### Sequential cells grouped by signal name, run 1

The bar under the picture is 50 um long.
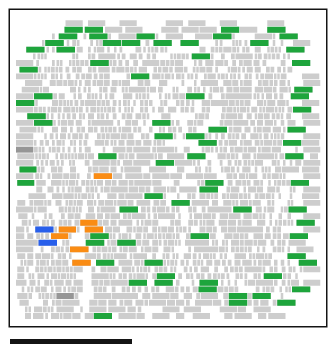
### Clock wiring as the flow saved it, run 1

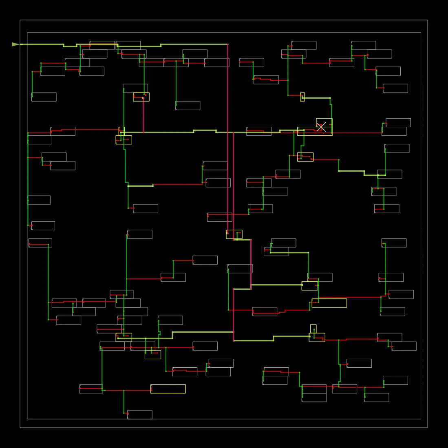
### Cells by drive strength, run 1

The bar under the picture is 50 um long.
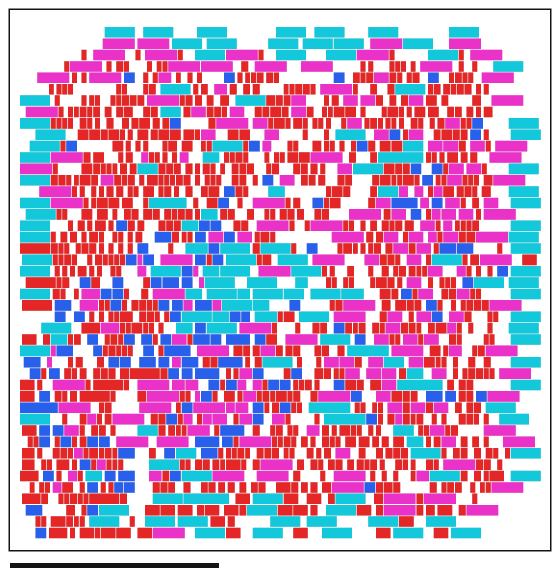
### Clock wires, drivers and flops, run 1

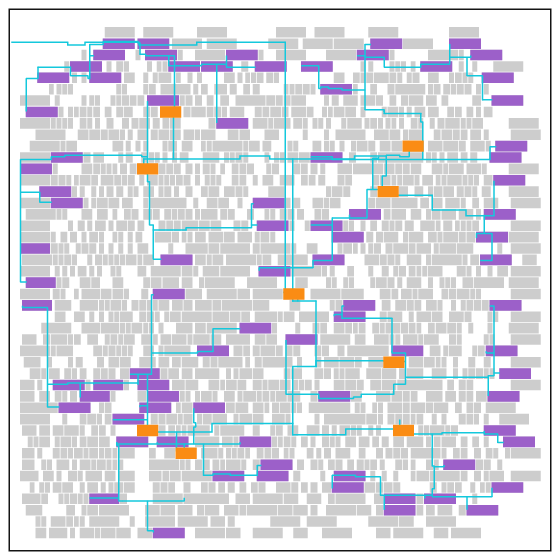
**config.mk**
```make
export PLATFORM = sky130hd
export DESIGN_NAME = fma_addend_align
export DESIGN_NICKNAME = d
export VERILOG_FILES = /design/src/rtl/fma_addend_align.sv
export SDC_FILE = /design/constraint.sdc
export NUM_CORES = 1
export LEC_CHECK = 0
export ABC_AREA = 1
export CAP_MARGIN = 20
export CORE_MARGIN = 2
export CORE_UTILIZATION = 45
export CTS_BUF_LIST = sky130_fd_sc_hd__clkbuf_8
export CTS_CLUSTER_SIZE = 20
export DETAILED_ROUTE_END_ITERATION = 6
export HOLD_SLACK_MARGIN = 0.1
export PLACE_DENSITY = 0.72
export SLEW_MARGIN = 20
export SYNTH_ARGS = -nofsm -noshare
export SYNTH_HDL_FRONTEND = slang
export SYNTH_SLANG_ARGS = --single-unit
```
**constraint.sdc**
```tcl
create_clock -name clk -period 1.5 [get_ports clk]
set_input_delay 0.375 -clock clk [delete_from_list [all_inputs] [get_ports clk]]
set_output_delay 0.375 -clock clk [all_outputs]
set_load 0.1 [all_outputs]
```
**src/rtl/fma_addend_align.sv**
```systemverilog
// ---------------------------------------------------------------------------
// fma_addend_align
//   Iterative alignment shifter for the FMA addend. Takes the exponent
//   difference d = ea+eb-ec and places mant_c at the top of an AW-bit field,
//   then shifts it right by s = d+MW+2 (clamped to 0..AW). The shift runs at
//   up to STEP bits per cycle. Every bit that falls off the bottom is ORed
//   into sticky. When the product is negligible (ab_req=0), the field is
//   returned unshifted and bypass is set.
//
// Ports
//   clk, rst          rising-edge clock, synchronous active-high reset
//   in_valid/in_ready request handshake; in_ready is high only in IDLE
//   mant_c [MW-1:0]   addend mantissa, MSB = hidden bit
//   shamt  [7:0]      two's-complement exponent difference d
//   ab_req            1 = align, 0 = bypass
//   out_valid/out_ready  result handshake; the result is held while stalled
//   aligned_c [AW-1:0] aligned addend field
//   sticky            OR of all addend bits shifted below bit 0
//   bypass            result came from the ab_req=0 path
// ---------------------------------------------------------------------------
module fma_addend_align #(
  parameter int MW   = 24,
  parameter int STEP = 8,
  localparam int AW  = 3*MW+2
) (
  input  logic          clk,
  input  logic          rst,
  input  logic          in_valid,
  output logic          in_ready,
  input  logic [MW-1:0] mant_c,
  input  logic [7:0]    shamt,
  input  logic          ab_req,
  output logic          out_valid,
  input  logic          out_ready,
  output logic [AW-1:0] aligned_c,
  output logic          sticky,
  output logic          bypass
);

  localparam int RW = $clog2(AW+1);
  localparam logic signed [9:0] AW_S  = 10'(AW);
  localparam logic signed [9:0] OFF_S = 10'(MW+2);

  typedef enum logic [1:0] {IDLE, SHIFT, DONE} state_e;

  state_e          state_q;
  logic [AW-1:0]   field_q;
  logic            sticky_q;
  logic            bypass_q;
  logic [RW-1:0]   rem_q;

  // Total right shift, computed signed so that negative d is visible.
  logic signed [9:0] s_raw;
  logic [RW-1:0]     s_clamp;
  logic [RW-1:0]     step_k;
  logic [AW-1:0]     drop_mask;
  logic [AW-1:0]     field_init;

  assign s_raw      = $signed({{2{shamt[7]}}, shamt}) + OFF_S;
  assign field_init = {mant_c, {(AW-MW){1'b0}}};

  always_comb begin
    s_clamp = '0;
    if (s_raw < 0)          s_clamp = '0;
    else if (s_raw > AW_S)  s_clamp = RW'(AW);
    else                    s_clamp = s_raw[RW-1:0];
  end

  // Distance for this cycle and the bits it pushes out of the field.
  assign step_k    = (rem_q < RW'(STEP)) ? rem_q : RW'(STEP);
  assign drop_mask = ~({AW{1'b1}} << step_k);

  always_ff @(posedge clk) begin
    if (rst) begin
      state_q  <= IDLE;
      field_q  <= '0;
      sticky_q <= 1'b0;
      bypass_q <= 1'b0;
      rem_q    <= '0;
    end else begin
      unique case (state_q)
        IDLE: begin
          if (in_valid) begin
            field_q  <= field_init;
            sticky_q <= 1'b0;
            if (!ab_req) begin
              bypass_q <= 1'b1;
              rem_q    <= '0;
              state_q  <= DONE;
            end else begin
              bypass_q <= 1'b0;
              rem_q    <= s_clamp;
              state_q  <= (s_clamp == '0) ? DONE : SHIFT;
            end
          end
        end
        SHIFT: begin
          field_q  <= field_q >> step_k;
          sticky_q <= sticky_q | (|(field_q & drop_mask));
          rem_q    <= rem_q - step_k;
          if (rem_q == step_k) state_q <= DONE;
        end
        DONE: begin
          if (out_ready) state_q <= IDLE;
        end
        default: state_q <= IDLE;
      endcase
    end
  end

  assign in_ready  = (state_q == IDLE);
  assign out_valid = (state_q == DONE);
  assign aligned_c = field_q;
  assign sticky    = sticky_q;
  assign bypass    = bypass_q;

endmodule
```
==> run notes, run 1 <==
Notes on the physical design

The design received a total of approximately 210 well taps at floorplan. The analysis reports a worst IR drop on VDD of 0.000757 V. In the Yosys stats the netlist draws on 32 distinct library cells.

Entering global routing, the biggest net connects 36 pins. Per the timing report, the most critical flop-to-flop path finishes at aligned_c[31]. The port buffer count is 114. Setup repair after global routing could not meet its margin everywhere.

The met2 layer wire length in the routed design is between 10000 and 15000 um. Looking at the cell usage after synthesis, the top flip-flop cell is dfxtp_1. The report lists the power per cell area as around 1100 mW/mm2. The global routing report lists combined usage of all routing layers as around a third. The met3 usage is 6.69%. For reference, the post-synthesis area per instance comes to approximately 5.7 um2. The final route contains between 9000 and 10000 vias. Across all stage logs, warnings added up to 29.

The count of standard-cell rows is between 40 and 50. In the layout the commonest cells are nand2_1 (303), nand3_1 (248), inv_1 (139). Leaving out buffers and inverters, the combinational logic in the layout accounts for 0.00505 mm2. Per STA, the startpoint of the critical path is rem_q[4]. Counting I/O delays and the setup requirement, the final critical path takes approximately 1.9 ns. The relative area of non-clock buffer cells in the final design is a little under a third. The maximum cell stage delay along the critical path is approximately 0.35 ns. The synthesis report gives the async set-or-reset register share as 0%. Per the post-synthesis report, the nets total ~1300. The worst-case clock buffer depth is 2. The final setup violation count is around 80. The first-pass GRT wire length is between 40000 and 50000 um. The share of final-layout standard cells stronger than drive strength 1 is between 30 and 40%.

The number of search-and-repair iterations in the first detailed-routing pass is 7. The number of instances in the synthesized netlist is about 1200. Internal power comes to approximately 6.5 mW. In the layout the tool counted multi-input logic cells amounting to between 900 and 1000. The launch point of the worst register-to-register path is recorded as rem_q[4].

In the Yosys report the total cell count is 1236. The post-layout period usage of the worst path is 124%. According to the floorplan report, the placeable core area is about 0.015 mm2. The layout has roughly 1200 filler cells. The number of antenna violations at the first check in global routing is 0. Yosys reports a chip area of approximately 0.007 mm2. Per the cell usage report, the commonest logic cell in the layout is nand2_1. The register area share after synthesis is approximately 24%. Per the post-CTS timing run, clock transition at the registers of the reported paths is 0.10 ns. Setup slack on the critical path of the routed design comes to -0.360 ns. Leaving out the clock tree, the finished layout contains an inverter count of ~150. By area, logic gates come first. The highest clock rate is ~0.54 GHz. The via count of the first global-routing pass is approximately 9200.

The post-placement cell area is just over 0.01 mm2. The endpoint of the most critical setup path is aligned_c[31]. For this run, the detailed router reports a per-instance via density of roughly 6. The insertion delay to the later sink of the worst-skew pair is roughly 0.4 ns. Per the detail_route report, routed wire per instance is around 17 um. The routed length on met1 is 11200 um. The cell count after placement is between 1500 and 2000.

At the worst endpoint, the required time is approximately 1.8 ns. Looking at the clock tree report, the root buffer type is clkbuf_8. For the final routed database, the setup TNS stands at -17.68 ns.

In this run the count of I/O pins placed on the die edge is between 100 and 150. After detailed routing, the total wire length is approximately 28000 um. For this run the aggregate overflow at the end of global routing stands at 0. The remaining design rule violation count is 2.

The max-cap check violation count is 0. The netlist area before placement is between 0.007 and 0.008 mm2. The share of total power dissipated in sequential elements is between 20% and 30%.

Yosys reported a register bit count of between 80 and 90. The slowest stage cell on the critical path is dfxtp_2. The report lists the cells along the critical path as nor2_4, nand3_4, buf_12, buf_12, buf_4, o211ai_1, nand3_1, nand3_2, nand3_1, nand2_1, inv_1. Summed over all nets, the half-perimeter wirelength after detailed placement is 19100 um. The H-tree was split into 3 levels. The worst hold path stage count is 2. The horizontal die dimension is between 100 and 150 um.

The synthesized design contains 0 enable-type register cells. The area taken by flip-flops and latches is about 0.0018 mm2. The routability congestion estimate is about 0.94. The proportion of cell area occupied by multi-input gates is between 40% and 50%. Together, buffers and inverters on the worst path number 4. The finished layout holds between 1500 and 2000 standard cells, fillers aside. The hold path startpoint is aligned_c[10]. The category of the critical setup timing path is flip-flop to flip-flop.

The final-report hold violation count is 0. The min-delay analysis places its worst path in the category flip-flop to flip-flop. The checks that failed: DRC, setup timing. The worst setup path is launched from a flip-flop. The top cell family by delay on the critical path is simple AND/OR/NAND/NOR gates.

The layout report lists the clock-cell share of area as around 2.0%. Between the synthesized netlist and the finished layout, the area growth was recorded as 62.1%. The met1 track demand over resource is 42.4%. The chip area is between 0.015 and 0.02 mm2. Routing resource usage on met2 recorded by global route was about 55%. The highest metal layer carrying signal wires in the routed design is met4. The die is ~130 um tall. The final layout contains around 1500 nets. Across the routed clock network, the largest skew measured is between 0.015 and 0.02 ns. The data arrival time of the critical path is roughly 2.2 ns. Per the final report, max-transition violations number 0. The initial core utilization is between 40% and 50%. Looking at the critical path, the highest net fanout was 34. Combinational cells account for between 60% and 70% of the total power.

The run finished, with violations left. Looking at the power breakdown, the clock network takes 16.2% of the total. Looking at the global route congestion table, the highest-usage layer is met2. The clock tree has to reach about 85 sinks. The hold slack is 0.498 ns. The worst setup slack after placement is -0.566 ns. The non-clock buffer count in the final layout is roughly 260. TritonCTS built the clock tree. In this run the register-to-register setup slack is -0.36 ns. Of the total standard cell area in the layout, the sequential portion is between 15 and 20%.

The depth of the worst register-to-register path is 11. All stages included, the depth of the critical timing path comes to 11. In this run switching power makes up 48.1% of total power. The amount of wire on met3 after detailed routing is about 2400 um. Once layout is complete, the utilization of the core stands at roughly three quarters. Summing internal, switching and leakage power gives roughly 13 mW. The tally of yosys warning messages is 0. After routing the design area is 0.0114 mm2. The number of buffers added by the clock tree synthesis step is 9. The analysis attributes to cell leakage a power of around 5.2 nW.
## Picture notes: 'Sequential cells grouped by signal name'
orange -> rem_q  # sequential cells 7
green -> aligned_c  # sequential cells 74, where spread over the die
blue -> state_q  # sequential cells 2
not colored = 2

## Picture notes: 'Clock wiring as the flow saved it'
number of clock buffers in the layout: 9
total number of sequential cells: 85

## Picture notes: 'Cells by drive strength'
cyan -> x6 and larger  # cells 136, most used buf_12
blue -> x3 and x4  # cells 131, most used buf_4
red -> x1 and smaller  # cells 964, most used nand2_1
magenta -> x2  # cells 199, most used dfxtp_2

## Picture notes: 'Clock wires, drivers and flops'
orange -> clock-net drivers  # count 9
purple -> flip-flops  # count 85
cyan -> clock wires  # length 1430 um
flops lie = spread over the die

## run 1: sequential cells by signal (all words and copies together) (netlist names)
| register | flops |
|---|---|
| aligned_c | 74 |
| sticky | 1 |
| state_q | 2 |
| bypass | 1 |
| rem_q | 7 |
## run 1: cell families (layout without fill, tap and decap cells)
kind of cell / count (synthesis) / in the layout / share of synthesized area [%]
simple gates: 706 / 706 / 44.1
fa+ha+maj: 2 / 2 / 0.355
compound gates: 208 / 208 / 17.6
buf+inv: 233 / 427 / 13.6
xor+xnor: 1 / 1 / 0.124
flops: 85 / 85 / 24.2
other cells: 1 / 1 / 0.0533
## run 1: synth_stat cells (2+ instances only)
cell type | instances | area (um2)
ha_1 | 2 | 25.0
inv_1 | 146 | 548
nor2_4 | 2 | 22.5
buf_1 | 9 | 33.8
nor3_1 | 2 | 10.0
nor2_1 | 40 | 150
dfxtp_1 | 85 | 1700
nand2_1 | 331 | 1240
nand3_1 | 318 | 1590
a31oi_1 | 23 | 144
o21ai_1 | 5 | 25.0
nand4_1 | 8 | 50.1
buf_2 | 31 | 155
o211ai_1 | 62 | 465
buf_6 | 3 | 33.8
clkbuf_1 | 33 | 124
buf_4 | 6 | 45.0
a21oi_1 | 41 | 205
o21ai_0 | 71 | 355
nor2_2 | 3 | 18.8
inv_2 | 4 | 15.0
## run 1: power by group through the flow
stage	Combinational, mW	Clock [mW]	Sequential (mW)
final	7.53	2.04	2.98
after global routing	7.97	2.12	3.01
after CTS	7.21	2.05	2.96
after detailed placement	6.88	0	3.00
after global placement	6.83	0	3.00
after floorplan	2.76	0	4.34
## run 1: timing repair
item,in CTS,in global routing
hold buffers,0,0
cloned,3,1
pin swaps,18,31
endpoints found under the setup margin,86,86
resized,103,68
setup buffers,9,5
### Placed cells, one color a class, run 1

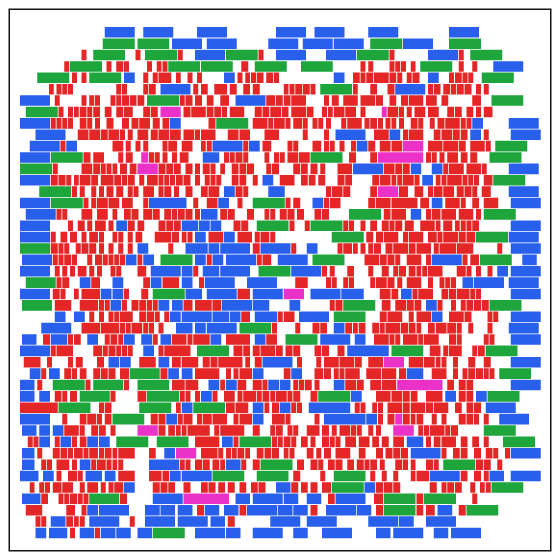

==> run 2, diff against run 1 <==
- CORE_ASPECT_RATIO: not set -> 0.9
- PLACE_DENSITY: 0.72 -> 0.69
- REMOVE_ABC_BUFFERS: not set -> 1
- clock period: 1.5 -> 1.8 ns (I/O delays scaled with it)
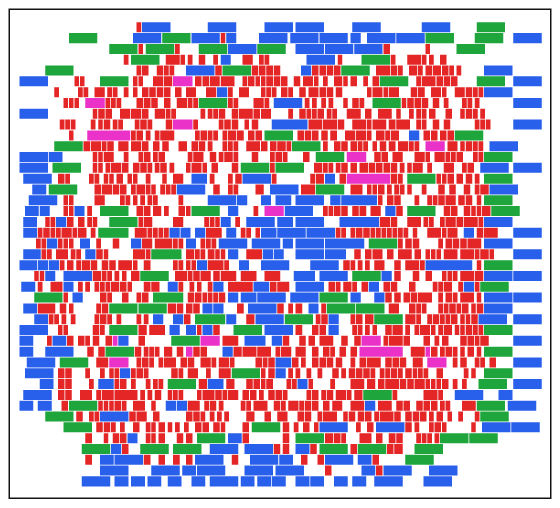
*Placed cells, one color a class, run 2*
red -> remaining logic cells  # cells 1069
green -> sequential cells  # cells 85
magenta -> clock drivers and dummy loads  # cells 16
blue -> remaining buffers and delay cells  # cells 223

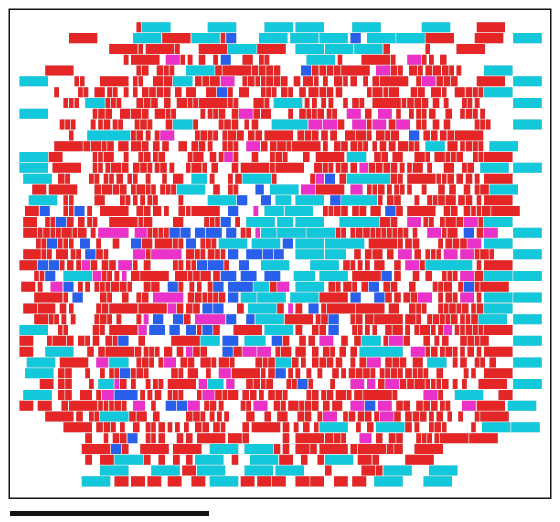
*Cells by drive strength, run 2*
The bar under the picture is 50 um long.
cyan -> x6 and larger  # cells 133, most used buf_12
red -> x1 and smaller  # cells 1102, most used nand2_1
magenta -> x2  # cells 79, most used nand3_2
blue -> x3 and x4  # cells 79, most used buf_4

==> run 2 against run 1 <==
  * The run ends with setup timing left
  * Final area down 6.1%
  * Sequential share of layout area increased by 0.16 points
  * Worst hold slack improved by 0.031 ns
  * Combinational power down about 20%
  * Wire length shrank 3.9%
  * Critical path type unchanged
==> run notes, run 2 <==
Notes on the physical design

The post-cts hold-fix buffer tally is 0 (unchanged). The share of final-layout standard cells stronger than drive strength 1 is 20.9% (-12 points). The H-tree depth came to 3 (unchanged).

The top cell types in the final layout, fill and taps aside, are nand2_1 (322), nand3_1 (275), inv_1 (144). The critical path data required time came to 2.09 ns (+0.28 ns). The minimum period implied by the final worst setup slack is 1.85 ns (-0.00781 ns).

The number of vias per cell is 5.89 (+0.34%). The netlist area before placement came to 0.00704 mm2 (unchanged). The average wire per standard cell is 16.7 um (-1.1%). Per the synth stats, the flop cell with the highest instance count is dfxtp_1. The yosys synthesis chip area is 0.00704 mm2 (unchanged). The max-cap check violation count is 0 (unchanged).

TritonCTS built the clock tree. The slowest stage cell on the critical path is dfxtp_2. The number of antenna violations at the first check in global routing is 0 (unchanged). The tool warning count was 27 (-6.9%). The worst setup path startpoint is rem_q[3]. The cell count after placement is 1561 (-2.9%). The TritonCTS sink count is 85 (unchanged).

The maximum cell stage delay along the critical path is 0.35 ns (about the same). The sum of buffers and inverters on the critical path is 3 (-1). The insertion delay to the later sink of the worst-skew pair is 0.39 ns (about the same).

The final core utilization was 69.7% (-5.1 points). The flow ran to the end, but the final reports show violations. The remaining design rule violation count is 0 (-2). The combined global-route utilization of all metal layers is 31.1% (-2.2 points). The horizontal die dimension is 136 um (+5.2%). The sum of internal, switching and leakage power came to 10.2 mW (-19%). The clock transition at the registers of the reported paths is 0.10 ns (about the same).

The via count of the first global-routing pass came to 8328 (-9.3%). The routability congestion estimate is 0.912 (-2.9%). The register area share after synthesis was 24.2% (unchanged). The checks that failed: setup timing. The minimum setup slack among reg-to-reg paths is -0.05 ns (+0.31 ns). The main area contributors are dfxtp_1 (24%), nand3_1 (23%), nand2_1 (18%), inv_1 (7.8%), o211ai_1 (6.6%). The depth of the worst register-to-register path was 10 (-1).

The worst setup slack after placement is -0.351 ns (+0.215 ns). The number of cells on the critical path came to 10 (-1). The maximum fanout encountered on the critical timing path is 17 (-50%). The final worst slack is -0.0519 ns (+0.308 ns). The die extent in y is 123 um (-5.0%). The static power due to leakage came to 4.99 nW (-4.8%). The flip-flop count of the largest register after layout was 74 (unchanged).

The post-layout period usage of the worst path is 103% (-21 points). The post-CTS resize count is 14 (-86%). The final setup violation count was 5 (-94%). The worst setup skew after layout is 0.0148 ns (-0.000247 ns).

The final-report hold violation count is 0 (unchanged). The number of instances in the synthesized netlist came to 1236 (unchanged). Following the worst setup path forward leads to its endpoint at aligned_c[43]. The top cell family by delay on the critical path is simple AND/OR/NAND/NOR gates. The total congestion overflow after global routing came to 0 (unchanged).

The number of ports placed on the die boundary is 115 (unchanged). The synthesis-to-layout area growth is 52.2%. The first-pass GRT wire length is 41600 um (-7.1%).

The power share of the combinational group came to 59.3% (-0.7 points). Setup repair after global routing could not meet its margin everywhere. The number of max-slew violations in the final report is 0 (unchanged).

The data arrival time of the critical path came to 2.14 ns (-0.03 ns). The total via count in the routed design is 9399 (-2.5%). By count the netlist is led by nand2_1 (331), nand3_1 (318), inv_1 (146). The number of buffers added by the clock tree synthesis step is 9 (unchanged). The count of nets after finishing is 1427 (-2.6%).
run 2: area by class of cell:
cell class                      count  area share [%]
Clock buffer                       10            1.28
Clock inverter                      6           0.957
Inverter                          151            5.33
Multi-Input combinational cell    918            44.2
Sequential cell                    85            15.9
Tap cell                          202            2.36
Timing Repair Buffer              223            30.0
run 2: how the worst min path moves through the flow:
stage,end,slack (ns),start,cells after the start
after global routing,aligned_c[10],0.54,aligned_c[10],2
after CTS,aligned_c[10],0.53,aligned_c[10],2
after detailed placement,aligned_c[10],0.51,aligned_c[10],2
after floorplan,rem_q[5],0.50,rem_q[5],2
after global placement,aligned_c[47],0.50,aligned_c[47],2
final,aligned_c[10],0.53,aligned_c[10],2
run 2: logic make-up (layout without fill, tap and decap cells):
group	Yosys count	in the layout	synth area share [%]
xor gates and xnor gates	1	1	0.124
adders and majority gates	2	2	0.355
buffers and inverters	233	390	13.6
and+or+nand+nor	706	706	44.1
DFF	85	85	24.2
AOI/OAI and AO/OA	208	208	17.6
other	1	1	0.0533
run 2: power by group through the flow:
stage	sequential, mW	combinational (mW)	clock (mW)
CTS	2.41	5.63	1.74
global placement	2.44	5.45	0
global route	2.45	6.39	1.82
floorplan	3.56	2.01	0
detailed placement	2.44	5.51	0
finish	2.42	6.02	1.71
run 2: routing by layer:
layer	share of wire [%]	global-route usage [%]
met4	2.8	10.0
met5	0	0
met2	45	48.5
met3	12	7.97
met1	40	42.2
run 2: through the flow:
step                hold WS (ns)  instance area, um2  TNS [ns]
floorplan                  0.496                6650   -224.40
global placement           0.503                9820    -13.24
detailed placement         0.514                9820    -15.28
CTS                        0.528               10200   -0.0835
global route               0.545               10700     -3.31
finish                     0.530               10700    -0.130
==> run 3, diff against run 2 <==
- CTS_CLUSTER_SIZE: 20 -> not set
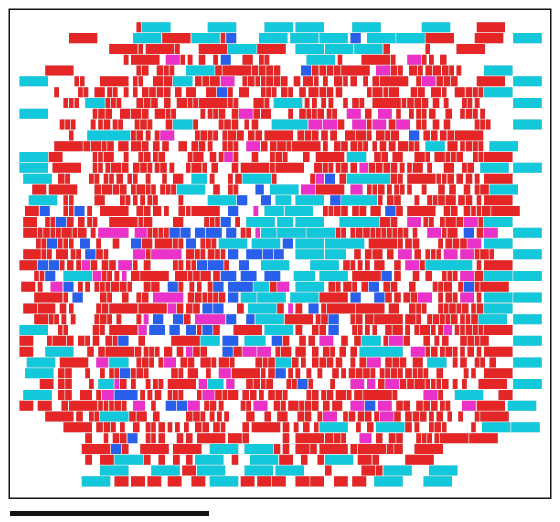
*Cells by drive strength, run 3*
The bar under the picture is 50 um long.
Buffers excl. clock: 223
layout overhead on the synthesized area: 52.2%
Worst Slack Setup Final: -0.0519 ns
final instance area: 0.0107 mm2

==> run 3 against run 2 <==
  * The run still ends with setup timing left
  * Clock power barely moved
  * Setup slack stayed put
  * Count of clock-buffer cells in the layout did not move
  * Final area stayed put
  * Critical path depth unchanged
  * Sequential share of layout area unchanged
  * Utilization unchanged
  * Via count unchanged
==> run notes, run 3 <==
Notes on the physical design

The chip area is 0.0167 mm2. The met2 layer wire length in the routed design is 12000 um (unchanged). Per the timing report, the most critical flop-to-flop path finishes at aligned_c[43]. The met3 usage is 7.97% (unchanged). The share of final-layout standard cells stronger than drive strength 1 was 20.9% (unchanged). The worst setup slack after placement is -0.351 ns (unchanged). The flip-flop count of the largest register after layout is 74 (unchanged). For reference, the top cells by count after synthesis are nand2_1 (331), nand3_1 (318), inv_1 (146).

The horizontal die dimension is 136 um (unchanged). The static power due to leakage came to 4.99 nW (unchanged). The yosys synthesis chip area is 0.00704 mm2 (unchanged).

The depth of the worst register-to-register path was 10 (unchanged). Looking at the power breakdown, sequential logic takes 23.8% of the total. The worst hold path terminates at aligned_c[10]. The number of max-slew violations in the final report was 0 (unchanged). The count of standard-cell rows is roughly 43. The reported sequential group power came to 2.42 mW (about the same).

The die extent in y is 123 um (unchanged). The average wire per standard cell was 16.7 um (unchanged). The total via count in the routed design is 9399 (unchanged). The kind of capture point of the worst setup path is a flip-flop. The top power consumer group is combinational cells.

The routability congestion estimate came to 0.912 (unchanged). The tally of yosys warning messages is 0. The tool warning count was 27 (unchanged).

The minimum period implied by the final worst setup slack is 1.85 ns (unchanged). The post-cts hold-fix buffer tally is 0 (unchanged). The library cells used most frequently in the layout, excluding fill and tap cells, are nand2_1 (322), nand3_1 (275), inv_1 (144). The first-pass GRT wire length was 41600 um (unchanged).

The number of buffers added by the clock tree synthesis step is 9 (unchanged). In the placement report, post-DP HPWL is listed as 18200 um. The hold slack is 0.530 ns (unchanged).

The count of nets after finishing is 1427 (unchanged). The combinational power came to 6.02 mW (about the same). The final reports fail on setup timing. The total congestion overflow after global routing came to 0 (unchanged). The maximum fanout encountered on the critical timing path is 17 (unchanged). The most area-hungry cell type in the Yosys netlist is dfxtp_1.

The power share of the combinational group is 59.3% (about the same). The amount of wire on met3 after detailed routing came to 3120 um (unchanged). Counting the fill cells in the layout gives 1305. The met2 global-route usage was 48.5% (unchanged).

The clock transition at the registers of the reported paths is 0.10 ns (about the same). The via count of the first global-routing pass is 8328 (unchanged). The met1 track demand over resource is 42.2% (unchanged).

The commonest register cell after synthesis is dfxtp_1. The data arrival time of the critical path came to 2.14 ns (about the same). Entering global routing, the biggest net connects between 50 and 60 pins. Sorting the synthesized cells by area gives the leading types as dfxtp_1 (24%), nand3_1 (23%), nand2_1 (18%), inv_1 (7.8%), o211ai_1 (6.6%).

The final-report hold violation count is 0 (unchanged). The number of antenna violations at the first check in global routing was 0 (unchanged). In this run the critical register-to-register path is launched from rem_q[3]. The netlist area before placement is 0.00704 mm2 (unchanged).

TritonCTS built the clock tree. The script computed a power per unit cell area of 947 mW/mm2. The number of instances in the synthesized netlist is 1236 (unchanged). The number of vias per cell came to 5.89 (unchanged). The worst hold path stage count is 2 (unchanged). The routed wire length is around 27000 um. The max-cap check violation count is 0 (unchanged).

The remaining design rule violation count is 0 (unchanged). The buffer type at the clock tree root is clkbuf_8. The port buffer count is around 110.

The final setup violation count is 5 (unchanged). The hold path startpoint is aligned_c[10]. The number of ports placed on the die boundary is 115 (unchanged). Routed signal wires occupy layers up through met4. The post-layout period usage of the worst path is 103% (unchanged). The final core utilization came to 69.7% (unchanged). The worst-case clock buffer depth is 2. The H-tree depth is 3 (unchanged). The summed negative setup slack over all endpoints is -0.130 ns (unchanged). The flow ran to the end, but the final reports show violations. The final worst slack is -0.0519 ns (unchanged). The most used routing layer is met2. The post-placement cell area is 0.00982 mm2 (unchanged). The netlist uses 32 different library cells. The cell count after placement came to 1561 (unchanged). The sum of internal, switching and leakage power is 10.2 mW (unchanged).

The combined global-route utilization of all metal layers is 31.1% (unchanged). The initial core utilization is 45.8%. The count of cells in the finished layout, fillers not included, comes to between 1500 and 2000. STA classifies the critical path startpoint as a flip-flop. For this run, the script counts the antenna cells in the layout as 0.

The worst setup skew after layout is 0.0148 ns (unchanged). For this design the total switching power over the nets is about 4.9 mW. The minimum setup slack among reg-to-reg paths was -0.05 ns (about the same). Setup repair after global routing could not meet its margin everywhere.

The critical path data required time is 2.09 ns (about the same). The register area share after synthesis is 24.2% (unchanged). The routed length on met1 came to 10700 um (unchanged).
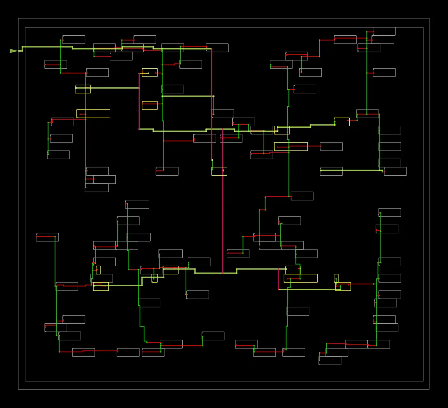
*Clock wiring as the flow saved it, run 3*
insertion delay to the later sink of the worst-skew pair: 0.39 ns
Power Clock: 1.71 mW
number of clock buffers in the layout: 10
CTS sink count: 85

run 3: cell counts after synthesis:
No cell type changed its count.
run 3: kinds of logic (layout without fill, tap and decap cells):
logic type / Yosys count / in the layout / synth area share (%)
fa+ha+maj: 2 / 2 / 0.355
simple gates: 706 / 706 / 44.1
compound gates: 208 / 208 / 17.6
flops: 85 / 85 / 24.2
xor+xnor: 1 / 1 / 0.124
buf+inv: 233 / 390 / 13.6
other cells: 1 / 1 / 0.0533
run 3: layout make-up:
type / instances / area (um2) / share of cell area (%)
Sequential cell: 85 / 1710 / 15.9
Inverter: 151 / 572 / 5.33
Clock buffer: 10 / 138 / 1.28
Timing Repair Buffer: 223 / 3210 / 30.0
Tap cell: 202 / 253 / 2.36
Multi-Input combinational cell: 918 / 4730 / 44.2
Clock inverter: 6 / 103 / 0.957
run 3: critical path, cell delays in order, from the launching register on:
cell      delay (ns)
dfxtp_2         0.35
nor2_4          0.18
nand3_4         0.16
buf_12          0.19
buf_12          0.15
o211ai_1        0.29
nand3_1         0.16
nand3_1         0.10
nand3_1         0.08
nand2_1         0.06
inv_1           0.03
run 3: worst max-delay path by stage:
stage | endpoint | slack, ns | cells past startpoint | start
after floorplan | aligned_c[12] | -3.32 | 9 | rem_q[3]
after global placement | state_q[0] | -0.31 | 12 | shamt[1]
after detailed placement | state_q[0] | -0.35 | 12 | shamt[1]
after CTS | aligned_c[3] | -0.03 | 10 | rem_q[4]
after global routing | aligned_c[3] | -0.14 | 10 | rem_q[3]
final | aligned_c[43] | -0.05 | 10 | rem_q[3]
run 3: timing repair:
action / in CTS / in global routing
resized: 14 / 110
cloned: 3 / 3
setup buffers: 3 / 9
pin swaps: 8 / 45
setup endpoints to repair: 35 / 80
Power figures rest on the tool's default switching activity, not on a simulated workload.
